Clock nets:
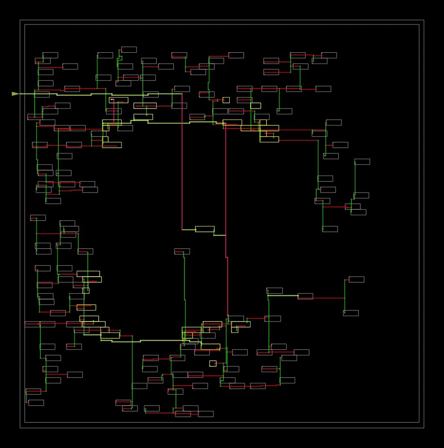
Cells colored by class:
Bar = 50 µm. Fill, decap, tap and diode cells in gray.
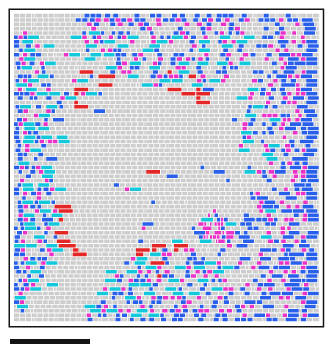
Selected gate families:
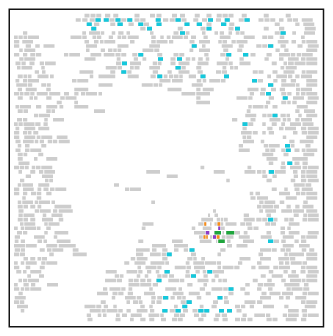
Sizing map:
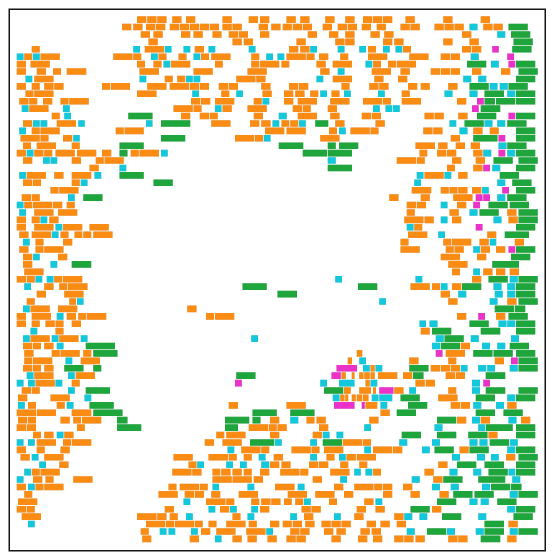
`config.mk`:
```
export PLATFORM = sky130hd
export DESIGN_NAME = mem_port_arbiter_flat
export DESIGN_NICKNAME = d
export VERILOG_FILES = /design/src/rtl/mem_port_arbiter_if.sv /design/src/rtl/mem_port_arbiter.sv /design/src/flat_wrapper.sv
export SDC_FILE = /design/constraint.sdc
export NUM_CORES = 1
export LEC_CHECK = 0
export CAP_MARGIN = 20
export CORE_AREA = 2 2 194 196
export CTS_CLUSTER_SIZE = 10
export DETAILED_ROUTE_END_ITERATION = 12
export DIE_AREA = 0 0 196 198
export PLACE_DENSITY = 0.48
export SLEW_MARGIN = 25
export SYNTH_ARGS = -nofsm -noshare
export SYNTH_HDL_FRONTEND = slang
export SYNTH_SLANG_ARGS = --single-unit
```
`constraint.sdc`:
```
create_clock -name clk -period 1.85 [get_ports clk]
set_clock_uncertainty 0.05 [all_clocks]
set_input_delay 0.37 -clock clk [delete_from_list [all_inputs] [get_ports clk]]
set_output_delay 0.37 -clock clk [all_outputs]
set_load 0.05 [all_outputs]
```
`src/rtl/mem_port_arbiter_if.sv`:
```
// Bus bundle around mem_port_arbiter: IF and LS requester handshakes plus the shared memory port.
// slave = the arbiter's view; master = the requesters and the memory seen together.
interface mem_port_arbiter_if #(
  parameter int XLEN = 64,
  parameter int ILEN = 32
);
  logic              if_req;
  logic [XLEN-1:0]   if_addr;
  logic              if_ack;
  logic [ILEN-1:0]   if_rdata;

  logic              ls_req;
  logic              ls_we;
  logic [XLEN-1:0]   ls_addr;
  logic [XLEN-1:0]   ls_wdata;
  logic [XLEN/8-1:0] ls_wstrb;
  logic              ls_ack;
  logic [XLEN-1:0]   ls_rdata;

  logic              mem_req;
  logic              mem_we;
  logic [XLEN-1:0]   mem_addr;
  logic [XLEN-1:0]   mem_wdata;
  logic [XLEN/8-1:0] mem_wstrb;
  logic              mem_ack;
  logic [XLEN-1:0]   mem_rdata;

  modport slave (
    input  if_req, if_addr, ls_req, ls_we, ls_addr, ls_wdata, ls_wstrb, mem_ack, mem_rdata,
    output if_ack, if_rdata, ls_ack, ls_rdata,
    output mem_req, mem_we, mem_addr, mem_wdata, mem_wstrb
  );

  modport master (
    output if_req, if_addr, ls_req, ls_we, ls_addr, ls_wdata, ls_wstrb, mem_ack, mem_rdata,
    input  if_ack, if_rdata, ls_ack, ls_rdata,
    input  mem_req, mem_we, mem_addr, mem_wdata, mem_wstrb
  );
endinterface

```
`src/rtl/mem_port_arbiter.sv`:
```
// Shares one memory port between instruction fetch (IF) and load/store (LS), LS first.
// Define STARVE_GUARD_EN to force an IF grant after STARVE_MAX LS grants made while IF waits.
//
//   state   | meaning
//   --------+--------------------------------------------------------------
//   IDLE    | no access in flight; arbitrate and latch the winner's fields
//   BUSY_IF | fetch access on the memory port, waiting for mem_ack
//   BUSY_LS | load/store access on the memory port, waiting for mem_ack
module mem_port_arbiter #(
  parameter int XLEN       = 64,
  parameter int ILEN       = 32,
  parameter int STARVE_MAX = 4,
  parameter int CNT_W      = 3
) (
  input  logic                clk,
  input  logic                rst,
  mem_port_arbiter_if.slave   bus
);
  localparam int SW = XLEN / 8;

  if (STARVE_MAX < 1 || STARVE_MAX > (2**CNT_W) - 1) begin : g_bad_cfg
    $error("mem_port_arbiter: STARVE_MAX does not fit in CNT_W bits");
  end

  typedef enum logic [1:0] {
    IDLE    = 2'd0,
    BUSY_IF = 2'd1,
    BUSY_LS = 2'd2
  } state_t;

  state_t            state;
  logic              mem_req_q;
  logic              mem_we_q;
  logic [XLEN-1:0]   mem_addr_q;
  logic [XLEN-1:0]   mem_wdata_q;
  logic [SW-1:0]     mem_wstrb_q;

  logic              grant_if;
  logic              grant_ls;
  logic              done;
  logic              if_ack_w;
  logic              ls_ack_w;

`ifdef STARVE_GUARD_EN
  logic [CNT_W-1:0]  starve_cnt;
  logic              starved;

  assign starved  = (starve_cnt == CNT_W'(STARVE_MAX));
  assign grant_if = bus.if_req && (!bus.ls_req || starved);

  // Counts LS grants that overtook a waiting fetch; only meaningful in IDLE.
  always_ff @(posedge clk) begin
    if (rst) begin
      starve_cnt <= '0;
    end else if (state == IDLE) begin
      if (!bus.if_req || grant_if) begin
        starve_cnt <= '0;
      end else if (grant_ls && !starved) begin
        starve_cnt <= starve_cnt + 1'b1;
      end
    end
  end
`else
  assign grant_if = bus.if_req && !bus.ls_req;
`endif

  assign grant_ls = bus.ls_req && !grant_if;

  // An access being abandoned by reset never completes towards the requester.
  assign done     = mem_req_q && bus.mem_ack && !rst;
  assign if_ack_w = done && (state == BUSY_IF);
  assign ls_ack_w = done && (state == BUSY_LS);

  always_ff @(posedge clk) begin
    if (rst) begin
      state       <= IDLE;
      mem_req_q   <= 1'b0;
      mem_we_q    <= 1'b0;
      mem_addr_q  <= '0;
      mem_wdata_q <= '0;
      mem_wstrb_q <= '0;
    end else begin
      case (state)
        IDLE: begin
          if (grant_ls) begin
            state       <= BUSY_LS;
            mem_req_q   <= 1'b1;
            mem_we_q    <= bus.ls_we;
            mem_addr_q  <= bus.ls_addr;
            mem_wdata_q <= bus.ls_wdata;
            mem_wstrb_q <= bus.ls_we ? bus.ls_wstrb : '0;
          end else if (grant_if) begin
            state       <= BUSY_IF;
            mem_req_q   <= 1'b1;
            mem_we_q    <= 1'b0;
            mem_addr_q  <= bus.if_addr;
            mem_wdata_q <= '0;
            mem_wstrb_q <= '0;
          end
        end
        BUSY_IF, BUSY_LS: begin
          if (bus.mem_ack) begin
            state     <= IDLE;
            mem_req_q <= 1'b0;
          end
        end
        default: begin
          state     <= IDLE;
          mem_req_q <= 1'b0;
        end
      endcase
    end
  end

  assign bus.mem_req   = mem_req_q;
  assign bus.mem_we    = mem_we_q;
  assign bus.mem_addr  = mem_addr_q;
  assign bus.mem_wdata = mem_wdata_q;
  assign bus.mem_wstrb = mem_wstrb_q;

  assign bus.if_ack    = if_ack_w;
  assign bus.ls_ack    = ls_ack_w;
  assign bus.if_rdata  = if_ack_w ? bus.mem_rdata[ILEN-1:0] : '0;
  assign bus.ls_rdata  = ls_ack_w ? bus.mem_rdata : '0;
endmodule
```
`src/flat_wrapper.sv`:
```
// flat-port wrapper written by rule: the top's interface ports become plain ports
module mem_port_arbiter_flat 
#(
  parameter int XLEN       = 64,
  parameter int ILEN       = 32,
  parameter int STARVE_MAX = 4,
  parameter int CNT_W      = 3
)
  (clk, rst, bus_if_req, bus_if_addr, bus_ls_req, bus_ls_we, bus_ls_addr, bus_ls_wdata, bus_ls_wstrb, bus_mem_ack, bus_mem_rdata, bus_if_ack, bus_if_rdata, bus_ls_ack, bus_ls_rdata, bus_mem_req, bus_mem_we, bus_mem_addr, bus_mem_wdata, bus_mem_wstrb);
  mem_port_arbiter_if #(.XLEN(XLEN), .ILEN(ILEN)) bus_i ();
  input  logic clk;
  input  logic rst;
  input wire logic [$bits(bus_i.if_req)-1:0] bus_if_req;
  input wire logic [$bits(bus_i.if_addr)-1:0] bus_if_addr;
  input wire logic [$bits(bus_i.ls_req)-1:0] bus_ls_req;
  input wire logic [$bits(bus_i.ls_we)-1:0] bus_ls_we;
  input wire logic [$bits(bus_i.ls_addr)-1:0] bus_ls_addr;
  input wire logic [$bits(bus_i.ls_wdata)-1:0] bus_ls_wdata;
  input wire logic [$bits(bus_i.ls_wstrb)-1:0] bus_ls_wstrb;
  input wire logic [$bits(bus_i.mem_ack)-1:0] bus_mem_ack;
  input wire logic [$bits(bus_i.mem_rdata)-1:0] bus_mem_rdata;
  output wire logic [$bits(bus_i.if_ack)-1:0] bus_if_ack;
  output wire logic [$bits(bus_i.if_rdata)-1:0] bus_if_rdata;
  output wire logic [$bits(bus_i.ls_ack)-1:0] bus_ls_ack;
  output wire logic [$bits(bus_i.ls_rdata)-1:0] bus_ls_rdata;
  output wire logic [$bits(bus_i.mem_req)-1:0] bus_mem_req;
  output wire logic [$bits(bus_i.mem_we)-1:0] bus_mem_we;
  output wire logic [$bits(bus_i.mem_addr)-1:0] bus_mem_addr;
  output wire logic [$bits(bus_i.mem_wdata)-1:0] bus_mem_wdata;
  output wire logic [$bits(bus_i.mem_wstrb)-1:0] bus_mem_wstrb;
  assign bus_i.if_req = bus_if_req;
  assign bus_i.if_addr = bus_if_addr;
  assign bus_i.ls_req = bus_ls_req;
  assign bus_i.ls_we = bus_ls_we;
  assign bus_i.ls_addr = bus_ls_addr;
  assign bus_i.ls_wdata = bus_ls_wdata;
  assign bus_i.ls_wstrb = bus_ls_wstrb;
  assign bus_i.mem_ack = bus_mem_ack;
  assign bus_i.mem_rdata = bus_mem_rdata;
  assign bus_if_ack = bus_i.if_ack;
  assign bus_if_rdata = bus_i.if_rdata;
  assign bus_ls_ack = bus_i.ls_ack;
  assign bus_ls_rdata = bus_i.ls_rdata;
  assign bus_mem_req = bus_i.mem_req;
  assign bus_mem_we = bus_i.mem_we;
  assign bus_mem_addr = bus_i.mem_addr;
  assign bus_mem_wdata = bus_i.mem_wdata;
  assign bus_mem_wstrb = bus_i.mem_wstrb;
  mem_port_arbiter #(.XLEN(XLEN), .ILEN(ILEN), .STARVE_MAX(STARVE_MAX), .CNT_W(CNT_W)) u_core (.clk(clk), .rst(rst), .bus(bus_i));
endmodule
```
==> results.txt <==
Latest figures from synthesis and place and route.

The beginning of the worst register-to-register path is u_core.state[0]. Looking at hold timing, the worst path starts from u_core.bus.mem_we. Post-synth the commonest register cell is sky130_fd_sc_hd__dfxtp_1. The number of warnings in the stage logs is 30. The hold-critical path depth is 1. The multi-input combinational cells in the finished layout cover a total of between 2000 and 3000 µm². The maximum number of pins on one net before global-route repair is 65. The share of the final layout cell area in multi-input gates is 0.215. In the detailed route, the total length drawn on met3 is 2360 µm. The tree is rooted in a sky130_fd_sc_hd__clkbuf_16. The clock tree from TritonCTS is built. The final antenna diode tally reported by the flow is 0. The slew at the pin closest to its max-slew limit is 0.342 ns. The path class of the tightest hold or removal check is reg -> reg. Per the detailed-route log, wirelength across all metal layers totals 27700 µm. Of the total synthesized cell area, the portion taken by full adders, half adders and majority gates is 0.00657. The number of pins with negative max-slew slack in the final report is 0. The synthesized area per cell is 11.2 µm².

The first global-routing pass estimated 38800 µm of wire. The layout report lists the clock-cell share of area as 0.0480. Among all stages on the critical path, the maximum delay recorded is 0.33 ns. The clock-net power is between 3 and 4 mW. The tally of nets with antenna violations remaining after routing is 0. After detailed routing, the number of vias per cell comes to 3.89.

By instance count, the cell type seen most on the critical path is sky130_fd_sc_hd__buf_12. The number of gates given a new drive strength after cts is 57. The number of cells on the critical path is 7. Once routing completed, OpenROAD measured the worst setup slack at -0.404 ns. In this run the layout overhead on the synthesized area is reported as 130%. In the global route stage, met2 resource usage came out at 0.253.

The run finished, with violations left. Per the finish-stage timing summary, setup violations number 98. The post-CTS setup buffer count is 6. Setup repair after global routing could not meet its margin everywhere. The endpoint class of the critical path is an output pin. Per the cell usage report, the commonest logic cells after layout are 268 x sky130_fd_sc_hd__clkdlybuf4s50_1, 157 x sky130_fd_sc_hd__buf_4, 138 x sky130_fd_sc_hd__dfxtp_1, 112 x sky130_fd_sc_hd__buf_12, 77 x sky130_fd_sc_hd__and2_4. In the floorplan report the effective utilization is 0.155. The combined global-route utilization of all metal layers is 0.135. STA shows the worst min-delay path finishing at u_core.bus.mem_we.

The most common logic cell in the final layout is sky130_fd_sc_hd__clkdlybuf4s50_1. In the per-layer breakdown of the detailed-route log, met1 shows 10300 µm. Across all layers, the routed design uses 5894 vias. The checks that failed: setup timing. The met3 routing resource usage after global routing is 0.0477. The number of placement rows is about 70. Of the post-synthesis cell area, the dominant cell type holds 0.491. The setup TNS after final layout is -35.10 ns. The xor/xnor cell area share of the yosys netlist is 0. The worst relative slew slack is 0.765. The layout buffer count excluding clock buffers is about 550. In this run the worst setup path begins at u_core.state[0]. At the end of the flow, the number of nets in the layout was 1300.

The time the final worst path needs with I/O delays and setup is around 2.3 ns. The floorplan net count is 783.
-- 'clock nets' (at the start) --
insertion delay to the later sink of the worst-skew pair: 0.41 ns
Flops: 140
number of clock buffers in the layout: 19
CTS sink cnt: 140

-- 'cells colored by class' (at the start) --
color	class	cells	share of their area
red	clock drivers and dummy loads	32	5.0%
cyan	sequential cells	140	22%
magenta	remaining logic cells	322	23%
blue	remaining buffers and delay cells	546	50%

-- 'selected gate families' (at the start) --
color	family	cells
purple	nand cells	3
green	fa/ha/maj cells	3
orange	nor cells	5
cyan	mux cells	64

-- 'sizing map' (at the start) --
color	size	cells
green	x6 and larger	148
magenta	x2	25
cyan	x3 and x4	241
orange	x1 and smaller	626

No activity file was given, so power comes from the tool's default toggle rates.
